File: config.mk
export PLATFORM = sky130hd
export DESIGN_NAME = dedisp_ctrl
export DESIGN_NICKNAME = d
export VERILOG_FILES = /design/src/rtl/dedisp_ctrl.sv
export SDC_FILE = /design/constraint.sdc
export NUM_CORES = 1
export LEC_CHECK = 0
export ABC_AREA = 0
export CORE_ASPECT_RATIO = 0.9
export CORE_MARGIN = 5
export CORE_UTILIZATION = 50
export CTS_BUF_LIST = sky130_fd_sc_hd__clkbuf_8 sky130_fd_sc_hd__clkbuf_16
export DETAILED_ROUTE_END_ITERATION = 6
export PLACE_DENSITY = 0.74
export SLEW_MARGIN = 20
export SYNTH_ARGS = -nofsm -noshare
export SYNTH_HDL_FRONTEND = slang
export SYNTH_SLANG_ARGS = --single-unit
File: constraint.sdc
create_clock -name clk -period 12 [get_ports clk]
set_clock_uncertainty 0.2 [all_clocks]
set_input_delay 1.8 -clock clk [delete_from_list [all_inputs] [get_ports clk]]
set_output_delay 1.8 -clock clk [all_outputs]
set_load 0.1 [all_outputs]
File: src/rtl/dedisp_ctrl.sv
// De-dispersion datapath sequencer: table load, read-back verify, then
// integration mode with a first-word-fall-through result FIFO toward the ARM.
module dedisp_ctrl #(
  parameter int BITWIDTH = 7,
  parameter int RD_LAT   = 3,
  parameter int FIFO_AW  = 3
) (
  input  logic                  clk,
  input  logic                  rst,
  input  logic                  cfg_start,
  input  logic                  cfg_wr,
  input  logic [15:0]           cfg_data,
  output logic                  arm_en,
  output logic [15:0]           para,
  output logic [BITWIDTH+1:0]   para_addr,
  output logic [BITWIDTH+1:0]   para_raddr,
  input  logic [15:0]           para_out,
  input  logic                  dready,
  input  logic [23:0]           power_com_out,
  input  logic [39:0]           time_output,
  output logic                  rec_valid,
  output logic [23:0]           rec_power,
  output logic [39:0]           rec_time,
  input  logic                  rec_ack,
  output logic [2:0]            state_o,
  output logic [15:0]           ovf_cnt
);

  localparam int AW = BITWIDTH + 2;
  localparam int N  = 1 << AW;
  localparam int VW = $clog2(N + RD_LAT + 1);
  localparam int FD = 1 << FIFO_AW;

  typedef enum logic [2:0] {
    S_IDLE   = 3'd0,
    S_LOAD   = 3'd1,
    S_VERIFY = 3'd2,
    S_RUN    = 3'd3,
    S_ERR    = 3'd4
  } state_t;

  state_t state, state_nxt;

  logic [AW-1:0]     wcnt;
  logic [VW-1:0]     vcnt;
  logic [25:0]       wsum;
  logic [25:0]       rsum;
  logic [25:0]       rsum_nxt;
  logic [RD_LAT-1:0] vld_dl;
  logic              last_wr;
  logic              verify_done;
  logic              issue;

  logic [63:0]        fmem [FD];
  logic [FIFO_AW-1:0] wptr;
  logic [FIFO_AW-1:0] rptr;
  logic [FIFO_AW-1:0] rptr_nxt;
  logic [FIFO_AW:0]   fcnt;
  logic [FIFO_AW:0]   fcnt_nxt;
  logic               full;
  logic               push_req;
  logic               push;
  logic               pop;

  assign state_o = state;

  // Sequencing conditions; the final compare folds in the last read-back word
  // so the decision lands exactly N+RD_LAT cycles after entering VERIFY.
  always_comb begin
    last_wr     = (state == S_LOAD) && cfg_wr && (wcnt == '1);
    verify_done = (state == S_VERIFY) && (vcnt == VW'(N + RD_LAT - 1));
    issue       = (state == S_VERIFY) && (vcnt < VW'(N));
    rsum_nxt    = rsum + (vld_dl[RD_LAT-1] ? 26'(para_out) : '0);
  end

  // State register.
  always_ff @(posedge clk) begin
    if (rst) state <= S_IDLE;
    else     state <= state_nxt;
  end

  // Next-state and mode output; cfg_start overrides everything else.
  always_comb begin
    state_nxt = state;
    arm_en    = 1'b0;
    case (state)
      S_IDLE:   state_nxt = S_IDLE;
      S_LOAD:   if (last_wr) state_nxt = S_VERIFY;
      S_VERIFY: if (verify_done) state_nxt = (rsum_nxt == wsum) ? S_RUN : S_ERR;
      S_RUN:    arm_en = 1'b1;
      S_ERR:    state_nxt = S_ERR;
      default:  state_nxt = S_IDLE;
    endcase
    if (cfg_start) state_nxt = S_LOAD;
  end

  // Table write path, write checksum, read-back sweep and read checksum.
  always_ff @(posedge clk) begin
    if (rst) begin
      wcnt       <= '0;
      vcnt       <= '0;
      wsum       <= '0;
      rsum       <= '0;
      vld_dl     <= '0;
      para       <= '0;
      para_addr  <= '0;
      para_raddr <= '0;
    end else if (cfg_start) begin
      wcnt   <= '0;
      vcnt   <= '0;
      wsum   <= '0;
      rsum   <= '0;
      vld_dl <= '0;
    end else begin
      if (state == S_LOAD && cfg_wr) begin
        para      <= cfg_data;
        para_addr <= wcnt;
        wsum      <= wsum + 26'(cfg_data);
        wcnt      <= wcnt + AW'(1);
      end
      if (last_wr) begin
        vcnt       <= '0;
        para_raddr <= '0;
        rsum       <= '0;
        vld_dl     <= '0;
      end
      if (state == S_VERIFY) begin
        para_raddr <= para_raddr + AW'(1);
        if (!verify_done) vcnt <= vcnt + VW'(1);
        rsum <= rsum_nxt;
        vld_dl[0] <= issue;
        for (int unsigned i = RD_LAT - 1; i > 0; i--) vld_dl[i] <= vld_dl[i-1];
      end
    end
  end

  // FIFO control; a pop frees the slot a same-cycle push into a full FIFO needs.
  always_comb begin
    full     = (fcnt == (FIFO_AW+1)'(FD));
    push_req = (state == S_RUN) && dready && !cfg_start;
    pop      = rec_valid && rec_ack && !cfg_start;
    push     = push_req && (!full || pop);
    rptr_nxt = pop ? rptr + FIFO_AW'(1) : rptr;
    fcnt_nxt = fcnt;
    if (push && !pop)      fcnt_nxt = fcnt + (FIFO_AW+1)'(1);
    else if (!push && pop) fcnt_nxt = fcnt - (FIFO_AW+1)'(1);
  end

  // FIFO storage.
  always_ff @(posedge clk) begin
    if (push) fmem[wptr] <= {power_com_out, time_output};
  end

  // FIFO pointers, registered head (bypassed when pushing into an empty
  // FIFO) and saturating overflow counter.
  always_ff @(posedge clk) begin
    if (rst) begin
      wptr      <= '0;
      rptr      <= '0;
      fcnt      <= '0;
      rec_valid <= 1'b0;
      rec_power <= '0;
      rec_time  <= '0;
      ovf_cnt   <= '0;
    end else if (cfg_start) begin
      wptr      <= '0;
      rptr      <= '0;
      fcnt      <= '0;
      rec_valid <= 1'b0;
    end else begin
      if (push) wptr <= wptr + FIFO_AW'(1);
      rptr      <= rptr_nxt;
      fcnt      <= fcnt_nxt;
      rec_valid <= (fcnt_nxt != '0);
      if (fcnt_nxt != '0) begin
        if (push && fcnt_nxt == (FIFO_AW+1)'(1)) {rec_power, rec_time} <= {power_com_out, time_output};
        else                                     {rec_power, rec_time} <= fmem[rptr_nxt];
      end
      if (push_req && full && !pop && ovf_cnt != '1) ovf_cnt <= ovf_cnt + 16'd1;
    end
  end

endmodule
==> out/metrics.csv <==
stage;metric;value;unit
logic_synthesis;Net Count, Synth;3000;
finish;fin cells;3850;
worst_setup_path;crit-path max FO;188;
placed_design;Area after DPL;0.0335;sq mm
logic_synthesis;largest cells by area after synthesis;edfxtp_1 (50%), dfxtp_1 (13%), nand2_1 (8.1%);
logic_synthesis;yosys stat area;0.0308;sq mm
clock_network;Setup Buffers After CTS;0;
floorplanning;Core Footprint;0.0611;sq mm
timing;RSZ-0062 raised after global routing;false;
logic_synthesis;simple share;18.8;%
drt;met2 WL post-DR;38.7;mm
logic_synthesis;asr flop ratio synth;0;%
logic_synthesis;Unique cell types;80;
flow_run;max-cap viol count;0;
clock_network;total CTS buffers;73;
power;overall power;0.00503;W
worst_setup_path;Worst setup SP type;primary input;
timing;Fin Hold WS;0.255;ns
placed_design;dpl cells;3709;
drt;DR DRC count;0;
timing;Final period util;46.4;%
logic_synthesis;flops out of synthesis;714;
global_routing;initial antenna violation count;6;
finish;design area;0.0360;sq mm
clock_network;H-tree levels;3;
global_routing;pin count of the biggest net entering global routing;253;
drt;routed length per instance;20.4;um
clock_network;TritonCTS sink count;714;
finish;Layout Nets;3139;
drt;DRT iter0 DRCs;2228;
finish;Area Overhead vs Synth;17.0;%
logic_synthesis;Seq share, synth;63.1;%
timing;Highest Clock Rate;179;MHz
placed_design;Placer Congestion;0.851;
run_status;outcome;finished, final reports clean;
timing;worst slew pin tran;1.14;ns
global_routing;global-route wire length before repair;123;mm
worst_hold_path;Hold Crit Class;reg2reg;
drt;antenna viol nets, final;0;
worst_setup_path;Arrival @ worst endpoint;5.93;ns
floorplanning;Chip Width;271;um
placed_design;IO Port Bufs;220;
power;VDD IR max;0.122;mV
drt;drt pass-1 iters;5;
worst_setup_path;crit path kind;in2reg;
timing;max-slew violations;0;
logic_synthesis;Netlist Area Pre-Place;0.0308;sq mm
finish;share of cells above drive strength 1;6.32;%
power;PwrDens;140;mW/mm^2
logic_synthesis;Ys Warns;0;
global_routing;GR Overflow Total;0;
logic_synthesis;Dominant cell area share;50.0;%
clock_network;CTS Hold Bufs;0;
logic_synthesis;adder share;1.84;%
timing;Sum Neg Setup Slack;0;ns
clock_network;PostCTS Resize Cnt;0;
drt;number of vias per cell;5.91;
clock_network;Root Driver;clkbuf_16;
finish;Commonest Layout Cell;nand2_1;
timing;final hold vios;0;
finish;Top cells excl fill/tap;nand2_1 (663), edfxtp_1 (512), nand3_1 (230);
logic_synthesis;flip-flops with a built-in enable;512;
logic_synthesis;Post-synth mux share;0.484;%
worst_setup_path;critical path required time;12.35;ns
logic_synthesis;Post-Synth AOI/OAI Area;10.1;%
power;P_leak;12.6;nW
floorplanning;Init Core Util;50.3;%
worst_setup_path;Worst Setup End Kind;flop;
timing;Setup Viol. Count Final;0;
logic_synthesis;Dominant flop cell;edfxtp_1;
logic_synthesis;XOR Share, Synth;2.74;%
clock_network;clk buf depth;3;
logic_synthesis;Avg Cell Area, Syn;10.8;sq um
clock_network;TritonCTS clock tree;built;
logic_synthesis;Synth area leader;edfxtp_1;
floorplanning;Rows;86;
drt;Detail Route met3 WL;5.89;mm
drt;DR top layer;met5;
timing;Slew HR;24.1;%
floorplanning;die area;0.0666;sq mm
drt;Met1 Wirelength;31.8;mm
clock_network;worst skew pair latency;0.64;ns
finish;# fillers;4839;
clock_network;Clock transition at path regs;0.06;ns
logic_synthesis;cells after synthesis;2854;
floorplanning;die height;245;um
placed_design;DP HPWL;44.2;mm
logic_synthesis;ys cells;2854;
floorplanning;IO Count;221;
flow_run;OpenROAD warning count;34;
timing;Tmin final;5.57;ns
logic_synthesis;comb area leader;simple AND/OR/NAND/NOR gates;
global_routing;vias in the first global route;22324;
-- cell families after synthesis --
| logic type | Yosys count |
|---|---|
| AND/OR/NAND/NOR | 1291 |
| flip-flops | 714 |
| AND-OR/OR-AND | 496 |
| buffers and inverters | 213 |
| XOR/XNOR | 84 |
| adder cells (fa/ha/maj) | 44 |
| multiplexers | 12 |
-- worst max-delay path, cell delays in order --
cell	delay, ns
clkdlybuf4s50_1	0.82
and3b_1	0.57
xnor2_2	0.17
buf_12	0.65
buf_4	0.73
nand2_1	0.10
and3_1	0.20
a311oi_1	0.25
a31oi_1	0.08
nor2_1	0.17
a21oi_1	0.08
o21ai_1	0.20
-- state kept, by name (all words and copies together) (netlist names), 10 cells and up --
signal	count
ovf_cnt	16
wsum	26
para	16
rsum	26
rec_power	24
vcnt	10
rec_time	40
fmem	512
-- through the flow --
step / worst slack, ns / utilization (%)
floorplan: 2.08 / -
global placement: 5.82 / 54.8
detailed placement: 5.80 / 54.8
CTS: 6.44 / 58.8
global route: 6.13 / 58.9
finish: 6.43 / 58.9
-- layout make-up --
cell class / instances / area (sq um) / share of cell area (%)
clock inverter: 52 / 464 / 1.29
multi-input combinational: 1927 / 10500 / 29.3
inverter: 23 / 86.3 / 0.240
clock buffer: 83 / 1980 / 5.49
timing repair buffer: 254 / 2500 / 6.94
antenna: 5 / 12.5 / 0.0348
sequential: 714 / 19400 / 53.9
tap: 792 / 991 / 2.75
-- worst paths after layout --
check                                from      endpoint  slack [ns]  cells after the start
worst min-delay path             para[13]      para[13]        0.26                      2
worst max-delay path            cfg_start  rec_time[34]        6.43                     12
worst min register to register   para[13]      para[13]        0.26                      2
worst max register to register  vld_dl[2]    state_o[2]        7.98                     13
-- power breakdown --
group          internal, W  switching, W
sequential         0.00264    0.00000286
combinational    0.0000461     0.0000755
clock              0.00129      0.000981
-- synth_stat cells, drive strengths merged, types with 7 or more instances --
cell	n
nor4	11
mux2i	7
nand2b	10
nor2	168
o21ai	104
or3	17
ha	42
nand2	664
clkbuf	114
a21oi	173
a31oi	75
o21a	10
xnor2	40
a21o	9
buf	76
nor4b	7
xor2	37
nand3	230
nor2b	13
and3	79
nand4	15
a311oi	68
and2	21
inv	23
nor3	25
edfxtp	512
dfxtp	202
-- per-layer routing --
metal  track usage, %  vias up
li1                 -    10588
met1             30.3    11153
met2             38.9      885
met3             4.44      136
met4             6.65        6
met5                0        -
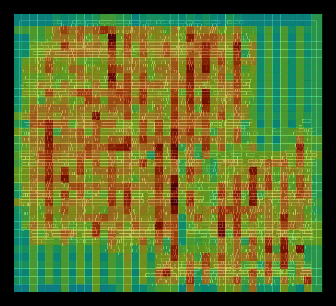
**Above:** routing congestion.
GR Util met2: 38.9%
final core occ: 58.9%
gr usage total: 22.9%
GR Util met1: 30.3%

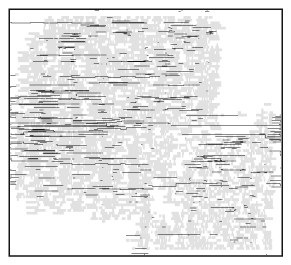
**Above:** the metal 3 layer.
Scale: 1 px per um. Cells faint in the background.
nets with wire on the layer: 262
longest straight run: 108 um
main direction: horizontal
wire length on this layer: 5890 um
DR vias: 22768
met3 Resource Use GR: 4.44%
final wirelength: 78.5 mm

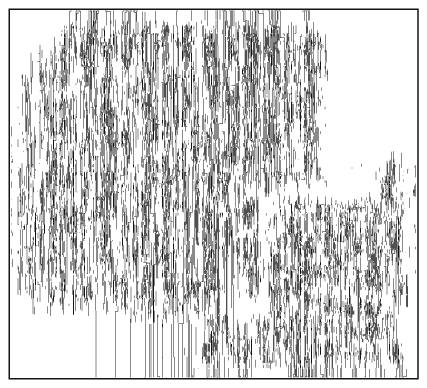
**Above:** signal wires on met2.
Scale: 1.5 px per um.
longest straight run: 84.3 um
main direction: vertical

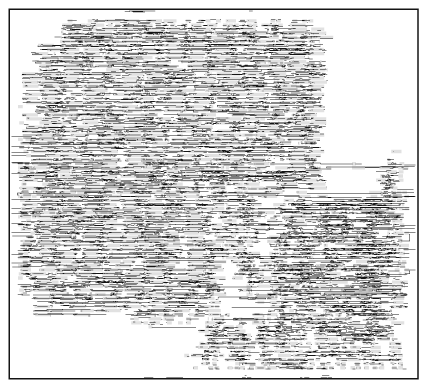
**Above:** signal wires on met1.
Scale: 1.5 px per um. Cells faint in the background.
longest straight run: 64.9 um
wire length on this layer: 31.8 mm
share of all routed wire: 41%
nets with wire on the layer: 2942

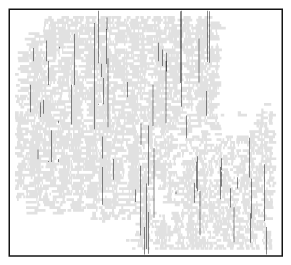
**Above:** metal 4.
Scale: 1 px per um. Cells faint in the background.
nets with wire on the layer: 41
wire length on this layer: 1980 um
main direction: vertical
longest straight run: 106 um

Power and IR drop assume default switching activity.
